### Clock network drawn from the DEF, run 1

Bar = 20 um.
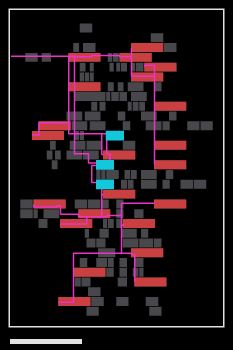
### Sequential cells coloured by netlist name, run 1

Bar = 20 um.
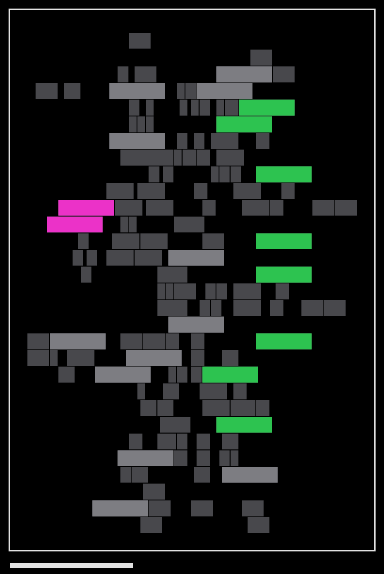
### Cell classes on the final placement, run 1

Fill, decap, tap and diode cells in grey.
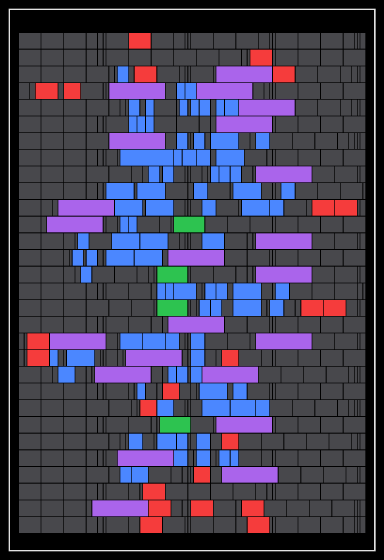
--- src/rtl/logicnet_input_quantizer_pkg.sv ---
// Shared constants, helpers and state type for the LogicNets input quantizer
// and the registered truth-table layer wrappers.
package logicnet_input_quantizer_pkg;

    localparam int DEF_NUM_FEATURES = 4;
    localparam int DEF_IN_WIDTH     = 8;
    localparam int DEF_Q_BITS       = 2;

    typedef enum logic {
        ST_FILL = 1'b0,
        ST_HOLD = 1'b1
    } state_e;

    function automatic int num_thresholds(input int q_bits);
        return (32'sd1 <<< q_bits) - 32'sd1;
    endfunction

    function automatic int clog2(input int n);
        int r;
        int p;
        r = 32'sd0;
        p = 32'sd1;
        for (int i = 0; i < 31; i++) begin
            if (p < n) begin
                r = i + 32'sd1;
            end else begin
                r = r;
            end
            p = p * 32'sd2;
        end
        return r;
    endfunction

    // T0 lands in the LSBs so threshold i sits at [i*8 +: 8].
    function automatic logic [23:0] pack_thresholds_3x8(input logic [7:0] t0,
                                                        input logic [7:0] t1,
                                                        input logic [7:0] t2);
        return {t2, t1, t0};
    endfunction

endpackage

--- src/rtl/logicnet_input_quantizer_threshold_quant.sv ---
// Combinational comparator bank: code = number of thresholds the sample meets or exceeds.
module logicnet_threshold_quant
    import logicnet_input_quantizer_pkg::*;
#(
    parameter int IN_WIDTH = DEF_IN_WIDTH,
    parameter int Q_BITS   = DEF_Q_BITS,
    parameter logic [((2**Q_BITS)-1)*IN_WIDTH-1:0] THRESHOLDS =
        pack_thresholds_3x8(8'd64, 8'd128, 8'd192)
) (
    input  logic [IN_WIDTH-1:0] i_data,
    output logic [Q_BITS-1:0]   o_code
);

    localparam int NUM_THR = num_thresholds(Q_BITS);

    logic [Q_BITS-1:0] w_count;

    // Ascending thresholds keep the count within Q_BITS without explicit saturation.
    always_comb begin
        w_count = '0;
        for (int i = 0; i < NUM_THR; i++) begin
            if (i_data >= THRESHOLDS[i*IN_WIDTH +: IN_WIDTH]) begin
                w_count = w_count + Q_BITS'(1'b1);
            end else begin
                w_count = w_count;
            end
        end
    end

    assign o_code = w_count;

endmodule

--- src/rtl/logicnet_input_quantizer.sv ---
// Streaming sample quantizer: packs one frame of codes into a registered,
// handshaked vector for the first truth-table layer, with sticky framing error.
module logicnet_input_quantizer
    import logicnet_input_quantizer_pkg::*;
#(
    parameter int NUM_FEATURES = DEF_NUM_FEATURES,
    parameter int IN_WIDTH     = DEF_IN_WIDTH,
    parameter int Q_BITS       = DEF_Q_BITS,
    parameter logic [((2**Q_BITS)-1)*IN_WIDTH-1:0] THRESHOLDS =
        pack_thresholds_3x8(8'd64, 8'd128, 8'd192)
) (
    input  logic                           clk,
    input  logic                           rst_n,
    input  logic                           i_s_valid,
    output logic                           o_s_ready,
    input  logic [IN_WIDTH-1:0]            i_s_data,
    input  logic                           i_s_last,
    output logic                           o_m_valid,
    input  logic                           i_m_ready,
    output logic [NUM_FEATURES*Q_BITS-1:0] o_m_data,
    output logic                           o_err
);

    localparam int VW    = NUM_FEATURES * Q_BITS;
    localparam int IDX_W = clog2(NUM_FEATURES);
    localparam logic [IDX_W-1:0] LAST_IDX = IDX_W'(NUM_FEATURES - 1);

    state_e            r_state;
    logic              r_s_ready;
    logic [IDX_W-1:0]  r_idx;
    logic [VW-1:0]     r_shadow;
    logic              r_m_valid;
    logic [VW-1:0]     r_m_data;
    logic              r_err;

    state_e            w_next_state;
    logic [Q_BITS-1:0] w_code;
    logic [VW-1:0]     w_vector;
    logic [VW-1:0]     w_load_data;
    logic              w_load;
    logic              w_accept;
    logic              w_drain;
    logic              w_complete;
    logic              w_out_free;

    logicnet_threshold_quant #(
        .IN_WIDTH   (IN_WIDTH),
        .Q_BITS     (Q_BITS),
        .THRESHOLDS (THRESHOLDS)
    ) u_quant (
        .i_data (i_s_data),
        .o_code (w_code)
    );

    assign w_accept   = i_s_valid && r_s_ready;
    assign w_drain    = r_m_valid && i_m_ready;
    assign w_complete = w_accept && (r_idx == LAST_IDX);
    assign w_out_free = !r_m_valid || w_drain;

    // Shadow vector with the incoming code merged into the current slot.
    always_comb begin
        w_vector = r_shadow;
        w_vector[r_idx*Q_BITS +: Q_BITS] = w_code;
    end

    // Next-state and output-register load decision.
    always_comb begin
        w_next_state = r_state;
        w_load       = 1'b0;
        w_load_data  = w_vector;
        case (r_state)
            ST_FILL: begin
                if (w_complete) begin
                    if (w_out_free) begin
                        w_load = 1'b1;
                    end else begin
                        w_next_state = ST_HOLD;
                    end
                end else begin
                    w_next_state = ST_FILL;
                end
            end
            ST_HOLD: begin
                if (w_drain) begin
                    w_next_state = ST_FILL;
                    w_load       = 1'b1;
                    w_load_data  = r_shadow;
                end else begin
                    w_next_state = ST_HOLD;
                end
            end
            default: begin
                w_next_state = ST_FILL;
            end
        endcase
    end

    // State, counter, shadow, output register and sticky error.
    always_ff @(posedge clk or negedge rst_n) begin
        if (!rst_n) begin
            r_state   <= ST_FILL;
            r_s_ready <= 1'b0;
            r_idx     <= '0;
            r_shadow  <= '0;
            r_m_valid <= 1'b0;
            r_m_data  <= '0;
            r_err     <= 1'b0;
        end else begin
            r_state   <= w_next_state;
            // Registered decode keeps m_ready off any combinational path to s_ready.
            r_s_ready <= (w_next_state == ST_FILL);
            if (w_accept) begin
                r_shadow <= w_vector;
                if (w_complete || i_s_last) begin
                    r_idx <= '0;
                end else begin
                    r_idx <= r_idx + IDX_W'(1'b1);
                end
            end
            if (w_load) begin
                r_m_valid <= 1'b1;
                r_m_data  <= w_load_data;
            end else if (w_drain) begin
                r_m_valid <= 1'b0;
            end
            if (w_accept && (i_s_last != w_complete)) begin
                r_err <= 1'b1;
            end
        end
    end

    assign o_s_ready = r_s_ready;
    assign o_m_valid = r_m_valid;
    assign o_m_data  = r_m_data;
    assign o_err     = r_err;

endmodule

--- config.mk ---
export PLATFORM = sky130hd
export DESIGN_NAME = logicnet_input_quantizer
export DESIGN_NICKNAME = d
export VERILOG_FILES = /design/src/rtl/logicnet_input_quantizer_pkg.sv /design/src/rtl/logicnet_input_quantizer_threshold_quant.sv /design/src/rtl/logicnet_input_quantizer.sv
export SDC_FILE = /design/constraint.sdc
export NUM_CORES = 1
export LEC_CHECK = 0
export CAP_MARGIN = 20
export CORE_ASPECT_RATIO = 1.5
export CORE_UTILIZATION = 25
export CTS_BUF_LIST = sky130_fd_sc_hd__clkbuf_4 sky130_fd_sc_hd__clkbuf_8
export DETAILED_ROUTE_END_ITERATION = 16
export GPL_ROUTABILITY_DRIVEN = 0
export PLACE_DENSITY = 0.48
export SLEW_MARGIN = 20
export SYNTH_ARGS = -nofsm -noshare
export SYNTH_HDL_FRONTEND = slang
export SYNTH_HIERARCHICAL = 1
export SYNTH_SLANG_ARGS = --single-unit
--- constraint.sdc ---
create_clock -name clk -period 1.95 [get_ports clk]
set_input_delay 0.585 -clock clk [delete_from_list [all_inputs] [get_ports clk]]
set_output_delay 0.585 -clock clk [all_outputs]
set_load 0.005 [all_outputs]
==> out/summary.txt, run 1 <==
Status = complete, no violations
Area leader share = 44.7%
Crit start category = register
CP max stage cell = dfrtp_1
Sequential Power Share = 35.6%
Vias in the first global route = 957
Adder Area Share = 6.09%
Synth Seq Share = 44.7%
Fin nets = 156
Chip width = 59.3 um
Peak VDD IR = 0.548 mV
DR iter-0 viols = 17
Clock skew = 0.00323 ns
Final-report hold violation count = 0
CP Cell Sequence = inv_1 > ha_1 > and4bb_2 > and2_1 > a32o_1
Layout cells sized above 1 = 17.6%
DRT Pass-1 Iters = 4
Worst Setup SP = r_idx[0]
Arrival @ worst endpoint = 1.97 ns
Core Footprint = 0.00462 mm^2
Top Layout Cells = dfrtp_1 (22), clkdlybuf4s50_1 (17), o21ai_0 (14)
Leak pwr = 0.000584 uW
Comb. cell area = 594 um^2
Met1 usage = 11.9%
Maximum clock path buffer count = 2
Startpoint of the worst hold path = o_err
Most numerous logic cell after layout = dfrtp_1
Signal buffers = 23
Worst slew margin = 73.7%
Hold Crit Class = reg2reg
Sequential share of cell area = 36.2%
Post-Synth Simple-Gate Area = 17.5%
H-tree depth = 1
Clk pin slew, worst setup/hold paths = 0.08 ns
Fin util = 33.0%
# DRC = 0
Cells after Synth = 119
Highest metal layer with signal wires = met4
Post-CTS setup buffers = 0
Kind of critical path = reg2reg
Mapped Nets = 138
Pins Over Slew Limit = 0
Setup-failing EPs final = 0
RR Endpoint = r_shadow[7]
Clock-cell share = 3.62%
CTS buffer count = 3
PnR worst setup slack = 0.128 ns
Critical path peak fanout = 7
Tot Pwr = 2100 uW
CTS tree = done
Die footprint = 0.00522 mm^2
Placed insts = 196
Crit path DRT = 2.10 ns
Pint = 1340 uW
N_diodes = 0
Post-DR wirelength/cell = 13.5 um
Synth mux share = 0%
Setup crit end kind = register
Number of flops mapped to enable cells by yosys = 0
Post-CTS sizing = 0
Fin crit period = 1.82 ns
Worst Path Buf+Inv = 1
Number of vias per cell = 4.66
CP delay by family, top = flip-flops
Sequential cells = 22
Most Crowded Layer GR = met2
Largest net degree at the start of global routing = 23
Switching Power = 763 uW
GRT Resource Usage Total = 11.3%
Root buffer cell = clkbuf_8
WP depth = 5
WHS Endpoint = o_err
Number of fillers in the final layout = 480
Ys flop type = dfrtp_1
Worst slew pin tran = 0.395 ns
Top Ports = 24
Notes on 'Clock network drawn from the DEF' above:
[cyan] clock drivers | count: 3
[magenta] clock wires | length: 309 um
[red] flip-flops | count: 22
routed clock nets: 4

Notes on 'Sequential cells coloured by netlist name' above:
[green] `o_m_data` | sequential cells: 8
[magenta] `r_idx` | sequential cells: 2

Notes on 'Cell classes on the final placement' above:
[purple] flops | cells: 22 | share of their area: 38%
[green] clock drivers and dummy loads | cells: 4 | share of their area: 3.8%
[red] other buffers and delay cells | cells: 23 | share of their area: 15%
[blue] combinational and other logic | cells: 87 | share of their area: 43%

### Clock wiring as the flow saved it, run 1

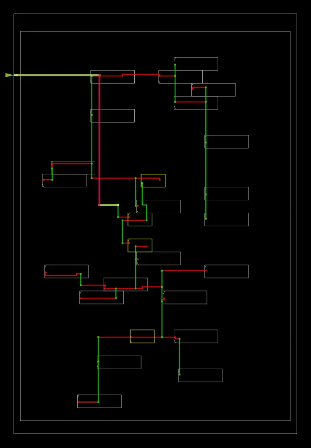

==> run 2: changes to the inputs <==
Settings changed: SETUP_SLACK_MARGIN set to 0.4.
### Clock wiring as the flow saved it, run 2

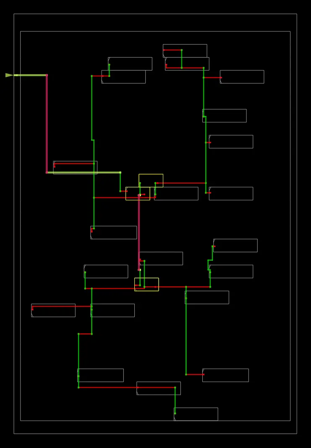
Clk power: 285 uW
Clock Sinks: 22
clock skew: 0.00156 ns
sequential cells: 22

==> run 2 against run 1 <==
Compared with the run above:
- fmax is 18% higher
- setup slack better by 0.28 ns
- cell area is 8.8% higher
- total power is 9.0% higher
- critical path type unchanged
- critical endpoint unchanged
==> out/summary.txt, run 2 <==
Status = complete, no violations
Vias in the first global route = 1016 (+6.2%)
Adder Area Share = 6.09% (unchanged)
Core Footprint = 0.00462 mm^2 (unchanged)
Mapped Nets = 138 (unchanged)
Post-Synth Simple-Gate Area = 17.5% (unchanged)
Sequential Power Share = 32.1% (-3.5 points)
Largest net degree at the start of global routing = 23 (unchanged)
Final-report hold violation count = 0 (unchanged)
GRT Resource Usage Total = 12.3% (+0.95 points)
Startpoint of the worst hold path = o_err
Area leader share = 44.7% (unchanged)
Arrival @ worst endpoint = 1.69 ns (-0.28 ns)
Most Crowded Layer GR = met2
Top Layout Cells = dfrtp_1 (19), buf_4 (17), o21ai_0 (13)
Synth mux share = 0% (unchanged)
Setup crit end kind = register
Highest metal layer with signal wires = met4
Signal buffers = 35 (+52%)
Worst slew pin tran = 0.338 ns (-0.0564 ns)
Post-CTS setup buffers = 12 (+12)
Met1 usage = 13.7% (+1.8 points)
Post-CTS sizing = 22 (+22)
Worst slew margin = 77.4% (+3.7 points)
WP depth = 5 (unchanged)
Kind of critical path = reg2reg
Top Ports = 24 (unchanged)
H-tree depth = 1 (unchanged)
Layout cells sized above 1 = 33.3% (+16 points)
Synth Seq Share = 44.7% (unchanged)
Fin util = 35.9% (+2.9 points)
Tot Pwr = 2290 uW (+9.0%)
Crit path DRT = 2.10 ns (about the same)
Fin crit period = 1.54 ns (-0.284 ns)
Leak pwr = 0.000671 uW (+15%)
Number of fillers in the final layout = 506 (+5.4%)
DRT Pass-1 Iters = 4 (unchanged)
Sequential share of cell area = 33.5% (-2.7 points)
Cells after Synth = 119 (unchanged)
Ys flop type = dfrtp_1
CTS buffer count = 3 (unchanged)
Peak VDD IR = 0.438 mV (-20%)
Vert. Die Dim = 88.0 um
Root buffer cell = clkbuf_8
Dominant comb cell = AND-OR/OR-AND gates
CP Cell Sequence = inv_2 > ha_4 > and4bb_2 > and2_4 > a32o_1
CP max stage cell = dfrtp_1
# DRC = 0 (unchanged)
Fin nets = 168 (+7.7%)
Pins Over Slew Limit = 0 (unchanged)
PnR worst setup slack = 0.412 ns (+0.284 ns)
Clk pin slew, worst setup/hold paths = 0.08 ns (about the same)
Critical path peak fanout = 5 (-2)
Switching Power = 842 uW (+10%)
Number of flops mapped to enable cells by yosys = 0 (unchanged)
Post-DR wirelength/cell = 13.5 um (+0.16%)
Setup-failing EPs final = 0 (unchanged)
Most numerous logic cell after layout = dfrtp_1
Comb. cell area = 651 um^2 (+9.5%)
Clock-cell share = 2.49% (-1.1 points)
Pint = 1450 uW (+8.2%)
Die footprint = 0.00522 mm^2 (unchanged)
Worst Path Buf+Inv = 1 (unchanged)
Worst Setup SP = r_idx[1]
N_diodes = 0 (unchanged)
Maximum clock path buffer count = 2 (unchanged)
Hold Crit Class = reg2reg
Crit start category = register
Power is estimated from default activity; no workload was simulated.
